$ cat src/rtl/operand_slice_streamer.sv
// rtl/operand_slice_streamer.sv - splits an operand into 2/3-bit slices streamed under valid/ready
//
// Purpose: accepts one unsigned operand of programmable width n (2..MAX_W),
// cuts it LSB-first into 2-bit and 3-bit slices according to in_mode
// (0 = few-3, 1 = max-3), streams one slice per cycle with its bit offset and
// width flag, and collects the whole decomposition into packed pk_* registers.
//
// Ports:
//   clk, reset            clock, asynchronous active-low reset
//   in_valid/in_ready     operand handshake (in_ready high exactly in IDLE)
//   in_data/in_nbits      operand and its width n
//   in_mode               0 = few-3, 1 = max-3
//   out_valid/out_ready   slice handshake
//   out_slice/out_w3      slice value (zero-extended when 2 bits) and width flag
//   out_shift/out_last    LSB offset of the slice, final-slice marker
//   done/err              completion pulse, illegal-width pulse
//   pk_slices/pk_shift    packed slice values / offsets, entry i at index i
//   pk_map/pk_count       packed width flags, number of slices
`timescale 1ns/1ps
module operand_slice_streamer #(
    parameter int MAX_W = 16,
    localparam int MAX_S = MAX_W / 2,
    localparam int SW    = $clog2(MAX_W),
    localparam int NW    = $clog2(MAX_W + 1),
    localparam int CW    = $clog2(MAX_S + 1)
) (
    input  logic               clk,
    input  logic               reset,
    input  logic               in_valid,
    output logic               in_ready,
    input  logic [MAX_W-1:0]   in_data,
    input  logic [NW-1:0]      in_nbits,
    input  logic               in_mode,
    output logic               out_valid,
    input  logic               out_ready,
    output logic [2:0]         out_slice,
    output logic               out_w3,
    output logic [SW-1:0]      out_shift,
    output logic               out_last,
    output logic               done,
    output logic               err,
    output logic [3*MAX_S-1:0] pk_slices,
    output logic [SW*MAX_S-1:0] pk_shift,
    output logic [MAX_S-1:0]   pk_map,
    output logic [CW-1:0]      pk_count
);

    typedef enum logic [1:0] {IDLE, STREAM, FIN} state_t;

    state_t               state_q;
    logic [MAX_W-1:0]     data_q;
    logic [NW-1:0]        n_q;
    logic                 mode_q;
    logic [CW-1:0]        idx_q;
    logic                 out_valid_q, out_w3_q, out_last_q, done_q, err_q;
    logic [2:0]           out_slice_q;
    logic [SW-1:0]        out_shift_q;
    logic [3*MAX_S-1:0]   pk_slices_q;
    logic [SW*MAX_S-1:0]  pk_shift_q;
    logic [MAX_S-1:0]     pk_map_q;
    logic [CW-1:0]        pk_count_q;

    logic                 is_idle, legal;
    logic [MAX_W-1:0]     masked, src_data;
    logic [NW-1:0]        src_n, shift_d, rem;
    logic                 src_mode, w3_d, last_d;
    logic [MAX_W+1:0]     pad;
    logic [2:0]           win, slice_d;

    // The same slice generator serves both the first slice (fed straight from
    // the input port while IDLE) and every following slice (fed from the
    // latched operand), so accept and advance share one datapath.
    always_comb begin
        masked = '0;
        for (int i = 0; i < MAX_W; i++) begin
            masked[i] = in_data[i] & (NW'(i) < in_nbits);
        end
        legal    = (in_nbits >= NW'(2)) && (in_nbits <= NW'(MAX_W));
        is_idle  = (state_q == IDLE);
        src_data = is_idle ? masked   : data_q;
        src_n    = is_idle ? in_nbits : n_q;
        src_mode = is_idle ? in_mode  : mode_q;
        shift_d  = is_idle ? '0 : NW'(out_shift_q) + (out_w3_q ? NW'(3) : NW'(2));
        rem      = src_n - shift_d;
        // max-3 takes a 3-bit slice unless exactly 2 or 4 bits remain, which
        // must end as one or two 2-bit slices; few-3 takes 3 bits only while
        // the remainder is odd, which can only be the first slice.
        w3_d     = src_mode ? ((rem == NW'(3)) || (rem >= NW'(5))) : rem[0];
        last_d   = (rem == (w3_d ? NW'(3) : NW'(2)));
        pad      = {2'b00, src_data};
        win      = '0;
        for (int i = 0; i < MAX_W; i++) begin
            if (shift_d == NW'(i)) win = pad[i +: 3];
        end
        slice_d  = w3_d ? win : {1'b0, win[1:0]};
    end

    always_ff @(posedge clk or negedge reset) begin
        if (!reset) begin
            state_q     <= IDLE;
            data_q      <= '0;
            n_q         <= '0;
            mode_q      <= 1'b0;
            idx_q       <= '0;
            out_valid_q <= 1'b0;
            out_slice_q <= '0;
            out_w3_q    <= 1'b0;
            out_shift_q <= '0;
            out_last_q  <= 1'b0;
            done_q      <= 1'b0;
            err_q       <= 1'b0;
            pk_slices_q <= '0;
            pk_shift_q  <= '0;
            pk_map_q    <= '0;
            pk_count_q  <= '0;
        end else begin
            case (state_q)
                IDLE: begin
                    if (in_valid) begin
                        data_q <= masked;
                        n_q    <= in_nbits;
                        mode_q <= in_mode;
                        if (legal) begin
                            state_q     <= STREAM;
                            idx_q       <= '0;
                            out_valid_q <= 1'b1;
                            out_slice_q <= slice_d;
                            out_w3_q    <= w3_d;
                            out_shift_q <= shift_d[SW-1:0];
                            out_last_q  <= last_d;
                            pk_slices_q <= '0;
                            pk_shift_q  <= '0;
                            pk_map_q    <= '0;
                        end else begin
                            // Rejected operand: slice fields keep the previous result.
                            state_q    <= FIN;
                            done_q     <= 1'b1;
                            err_q      <= 1'b1;
                            pk_count_q <= '0;
                        end
                    end
                end
                STREAM: begin
                    if (out_ready) begin
                        for (int i = 0; i < MAX_S; i++) begin
                            if (idx_q == CW'(i)) begin
                                pk_slices_q[3*i +: 3]   <= out_slice_q;
                                pk_shift_q[SW*i +: SW]  <= out_shift_q;
                                pk_map_q[i]             <= out_w3_q;
                            end
                        end
                        if (out_last_q) begin
                            state_q     <= FIN;
                            out_valid_q <= 1'b0;
                            done_q      <= 1'b1;
                            pk_count_q  <= idx_q + CW'(1);
                        end else begin
                            idx_q       <= idx_q + CW'(1);
                            out_slice_q <= slice_d;
                            out_w3_q    <= w3_d;
                            out_shift_q <= shift_d[SW-1:0];
                            out_last_q  <= last_d;
                        end
                    end
                end
                FIN: begin
                    state_q <= IDLE;
                    done_q  <= 1'b0;
                    err_q   <= 1'b0;
                end
                default: state_q <= IDLE;
            endcase
        end
    end

    // Gated by reset so the block never advertises readiness while held in reset.
    assign in_ready  = reset && (state_q == IDLE);
    assign out_valid = out_valid_q;
    assign out_slice = out_slice_q;
    assign out_w3    = out_w3_q;
    assign out_shift = out_shift_q;
    assign out_last  = out_last_q;
    assign done      = done_q;
    assign err       = err_q;
    assign pk_slices = pk_slices_q;
    assign pk_shift  = pk_shift_q;
    assign pk_map    = pk_map_q;
    assign pk_count  = pk_count_q;

endmodule

$ cat config.mk
export PLATFORM = sky130hd
export DESIGN_NAME = operand_slice_streamer
export DESIGN_NICKNAME = d
export VERILOG_FILES = /design/src/rtl/operand_slice_streamer.sv
export SDC_FILE = /design/constraint.sdc
export NUM_CORES = 1
export LEC_CHECK = 0
export CAP_MARGIN = 30
export CORE_UTILIZATION = 48
export DETAILED_ROUTE_END_ITERATION = 8
export PLACE_DENSITY = 0.82
export SLEW_MARGIN = 20
export SYNTH_ARGS = -nofsm -noshare
export SYNTH_HDL_FRONTEND = slang
export SYNTH_SLANG_ARGS = --single-unit
$ cat constraint.sdc
create_clock -name clk -period 2.6 [get_ports clk]
set_input_delay 0.78 -clock clk [delete_from_list [all_inputs] [get_ports clk]]
set_output_delay 0.78 -clock clk [all_outputs]
set_load 0.1 [all_outputs]
==> results.sh, run 1 <==
# yosys + openroad results
export IMPL_fin_crit_ns=2.601
export IMPL_worstMarginPinSlew_ns=0.5734
export IMPL_setup_viol=1
export IMPL_core_area_um2=11660
export IMPL_non_clock_inverter_count=21
export IMPL_finalMaxSlewViolations=0
export IMPL_finalHoldViolations=0
export IMPL_grt_pass1_vias=4963
export IMPL_violations="negative setup slack"
export IMPL_ys_ff=108
export IMPL_end_kind="flip-flop"
export IMPL_largest_reg_flops=32
export IMPL_dieWidth_um=112.5
export IMPL_grtUsageTotal_pct=25.29
export IMPL_vias_per_cell=5.764
export IMPL_crit_type="flip-flop to flip-flop"
export IMPL_worstHoldStart="data_q[0]"
export IMPL_min_to="data_q[0]"
export IMPL_root_buffer="clkbuf_16"
export IMPL_setup_ws_ns=-0.001029
export IMPL_cts_htree_levels=3
export IMPL_topCellsByArea="dfrtp_1 (46%), nand2_1 (7.7%), o21ai_0 (6.2%)"
export IMPL_finalWeightedCongestion=0.9070
export IMPL_status="finished with violations"
export IMPL_top_cell="nand2_1"
export IMPL_diodes=0
export IMPL_antenna_found_initial=0
export IMPL_ant_nets=0
export IMPL_insertion_delay_ns=0.36
export IMPL_hold_path_cell_count=2
export IMPL_syn_area_per_cell_um2=9.731
export IMPL_dp_cells=871
export IMPL_clockBufferDepth=2
export IMPL_buf_share_pct=16.95
export IMPL_timing_critical_path_to="out_w3"
export IMPL_clk_pin_slew_ns=0.07
export IMPL_final_cell_mix="buf_4 (133), nand2_1 (118), dfrtp_1 (103), o21ai_0 (71), mux2_1 (32)"
export IMPL_startpoint_type="flip-flop"
export IMPL_grt_overflow=0
export IMPL_wire_per_inst_um=17.45
## run 1: kinds of logic after synthesis
| kind of cell | count (synthesis) | share of synthesized area [%] |
|---|---|---|
| adders and majority gates | 11 | 2.478 |
| buffers and inverters | 53 | 4.079 |
| DFF | 108 | 46.13 |
| and+or+nand+nor | 210 | 18.22 |
| muxes | 48 | 9.163 |
| xor gates and xnor gates | 8 | 1.196 |
| AOI/OAI and AO/OA | 164 | 18.73 |
## run 1: per-layer routing
metal | vias to the layer above | global-route usage, % | wire, um
li1 | 2388 | - | -
met1 | 2495 | 33.79 | 7005
met2 | 210 | 41.70 | 7376
met3 | 31 | 3.348 | 780
met4 | 0 | 10.49 | 355
met5 | - | 0 | 0
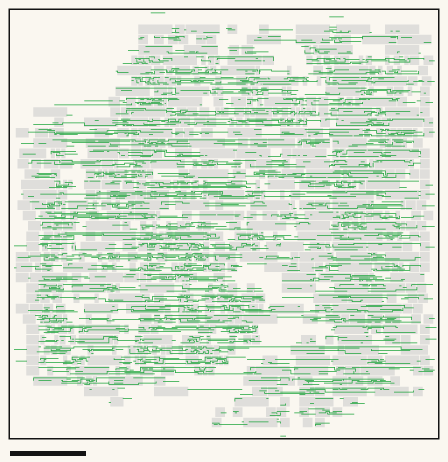
(run_1/layer_met1.png)
Bar = 20 um.
The longest straight run is 47.8 um. The layer holds 45% of the routed length.

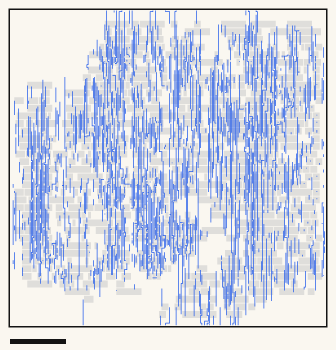
(run_1/layer_met2.png)
Bar = 20 um.
The layer carries 7380 um of wire. 680 nets have wire on it.

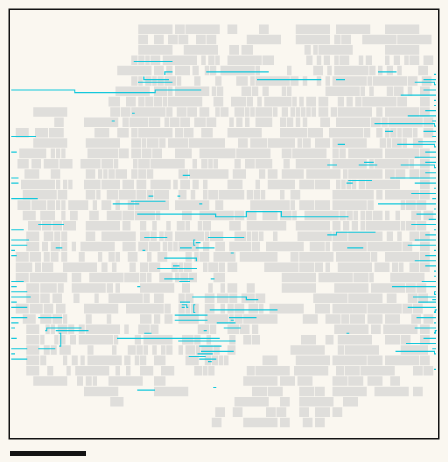
(run_1/layer_met3.png)
Bar = 20 um.
The wires run mostly horizontal. The layer holds 5.0% of the routed length.
via count: 5124
final WL: 15520 um

==> run_1/layer_met4.png <==
Bar = 20 um.
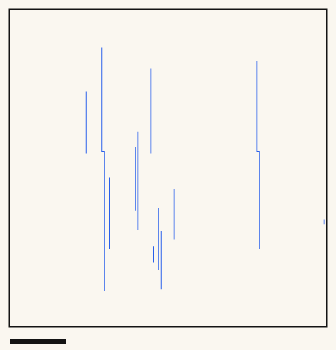

--- run 2 (diff from run 1) ---
Settings changed: CORE_UTILIZATION 48 to 40, PLACE_DENSITY 0.82 to 0.71.
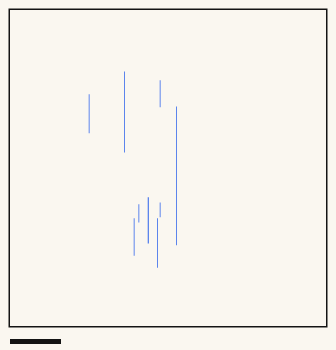
(run_2/layer_met4.png)
Bar = 20 um.
The wires run mostly vertical. 8 nets have wire on it. The longest straight run is 53.7 um. The layer holds 1.1% of the routed length.

==> results.sh, run 2 <==
# yosys + openroad results
export IMPL_status="finished with violations"
export IMPL_violations="negative setup slack"
export IMPL_met1_usage_pct=29.30
export IMPL_dp_cells=909
export IMPL_xor_area_share_pct=1.196
export IMPL_non_clock_inverter_count=21
export IMPL_finalWeightedCongestion=0.8843
export IMPL_end_kind="flip-flop"
export IMPL_wl_met3_um=997
export IMPL_finalHoldViolations=0
export IMPL_hold_path_cell_count=1
export IMPL_wl_um=15570
export IMPL_worstHoldStart="pk_slices[7]"
export IMPL_synthAdderAreaFrac_pct=2.478
export IMPL_largest_reg_flops=32
export IMPL_synth_area_mux_share_pct=9.163
export IMPL_crit_type="flip-flop to flip-flop"
export IMPL_final_cell_mix="buf_4 (138), nand2_1 (118), dfrtp_1 (103), o21ai_0 (70), mux2_1 (32)"
export IMPL_ant_nets=0
export IMPL_startpoint_type="flip-flop"
export IMPL_worstMarginPinSlew_ns=0.5876
export IMPL_topCellsByArea="dfrtp_1 (46%), nand2_1 (7.7%), o21ai_0 (6.2%)"
export IMPL_vias_per_cell=5.390
export IMPL_flops=108
export IMPL_wl_met1_um=7159
export IMPL_vias=5018
export IMPL_diodes=0
export IMPL_finalMaxSlewViolations=0
export IMPL_setup_ws_ns=-0.02358
export IMPL_insertion_delay_ns=0.36
export IMPL_setup_viol=1
export IMPL_dieWidth_um=123.0
export IMPL_cts_htree_levels=3
export IMPL_ys_ff=108
export IMPL_grt_overflow=0
export IMPL_grtUsageTotal_pct=21.23
export IMPL_highest_layer="met4"
export IMPL_logic_family="AND-OR/OR-AND gates"
export IMPL_root_buffer="clkbuf_16"
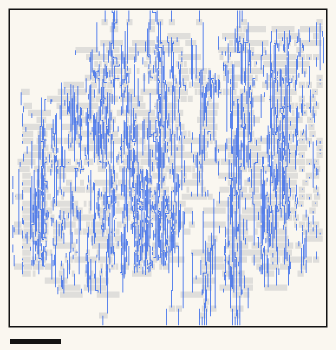
(run_2/layer_met2.png)
Bar = 20 um.
The longest straight run is 37.7 um. The wires run mostly vertical. The layer carries 7240 um of wire.

[run 2: cell count changes in the layout (fill, tap and decap cells not counted), moves of 2 or more]
cell	delta
buf_4	+5
a22oi_1	-2
a22oi_2	+2
dlymetal6s2s_1	+2
o21ai_1	+2
[run 2: worst max-delay path by stage]
stage | from | end | cells past startpoint
2_1_floorplan | out_shift[0] | out_w3 | 14
3_3_place_gp | in_nbits[1] | out_w3 | 11
3_5_place_dp | in_nbits[1] | out_w3 | 11
4_1_cts | in_nbits[0] | out_w3 | 10
5_1_grt | out_w3 | out_w3 | 12
6_report | out_w3 | out_w3 | 12
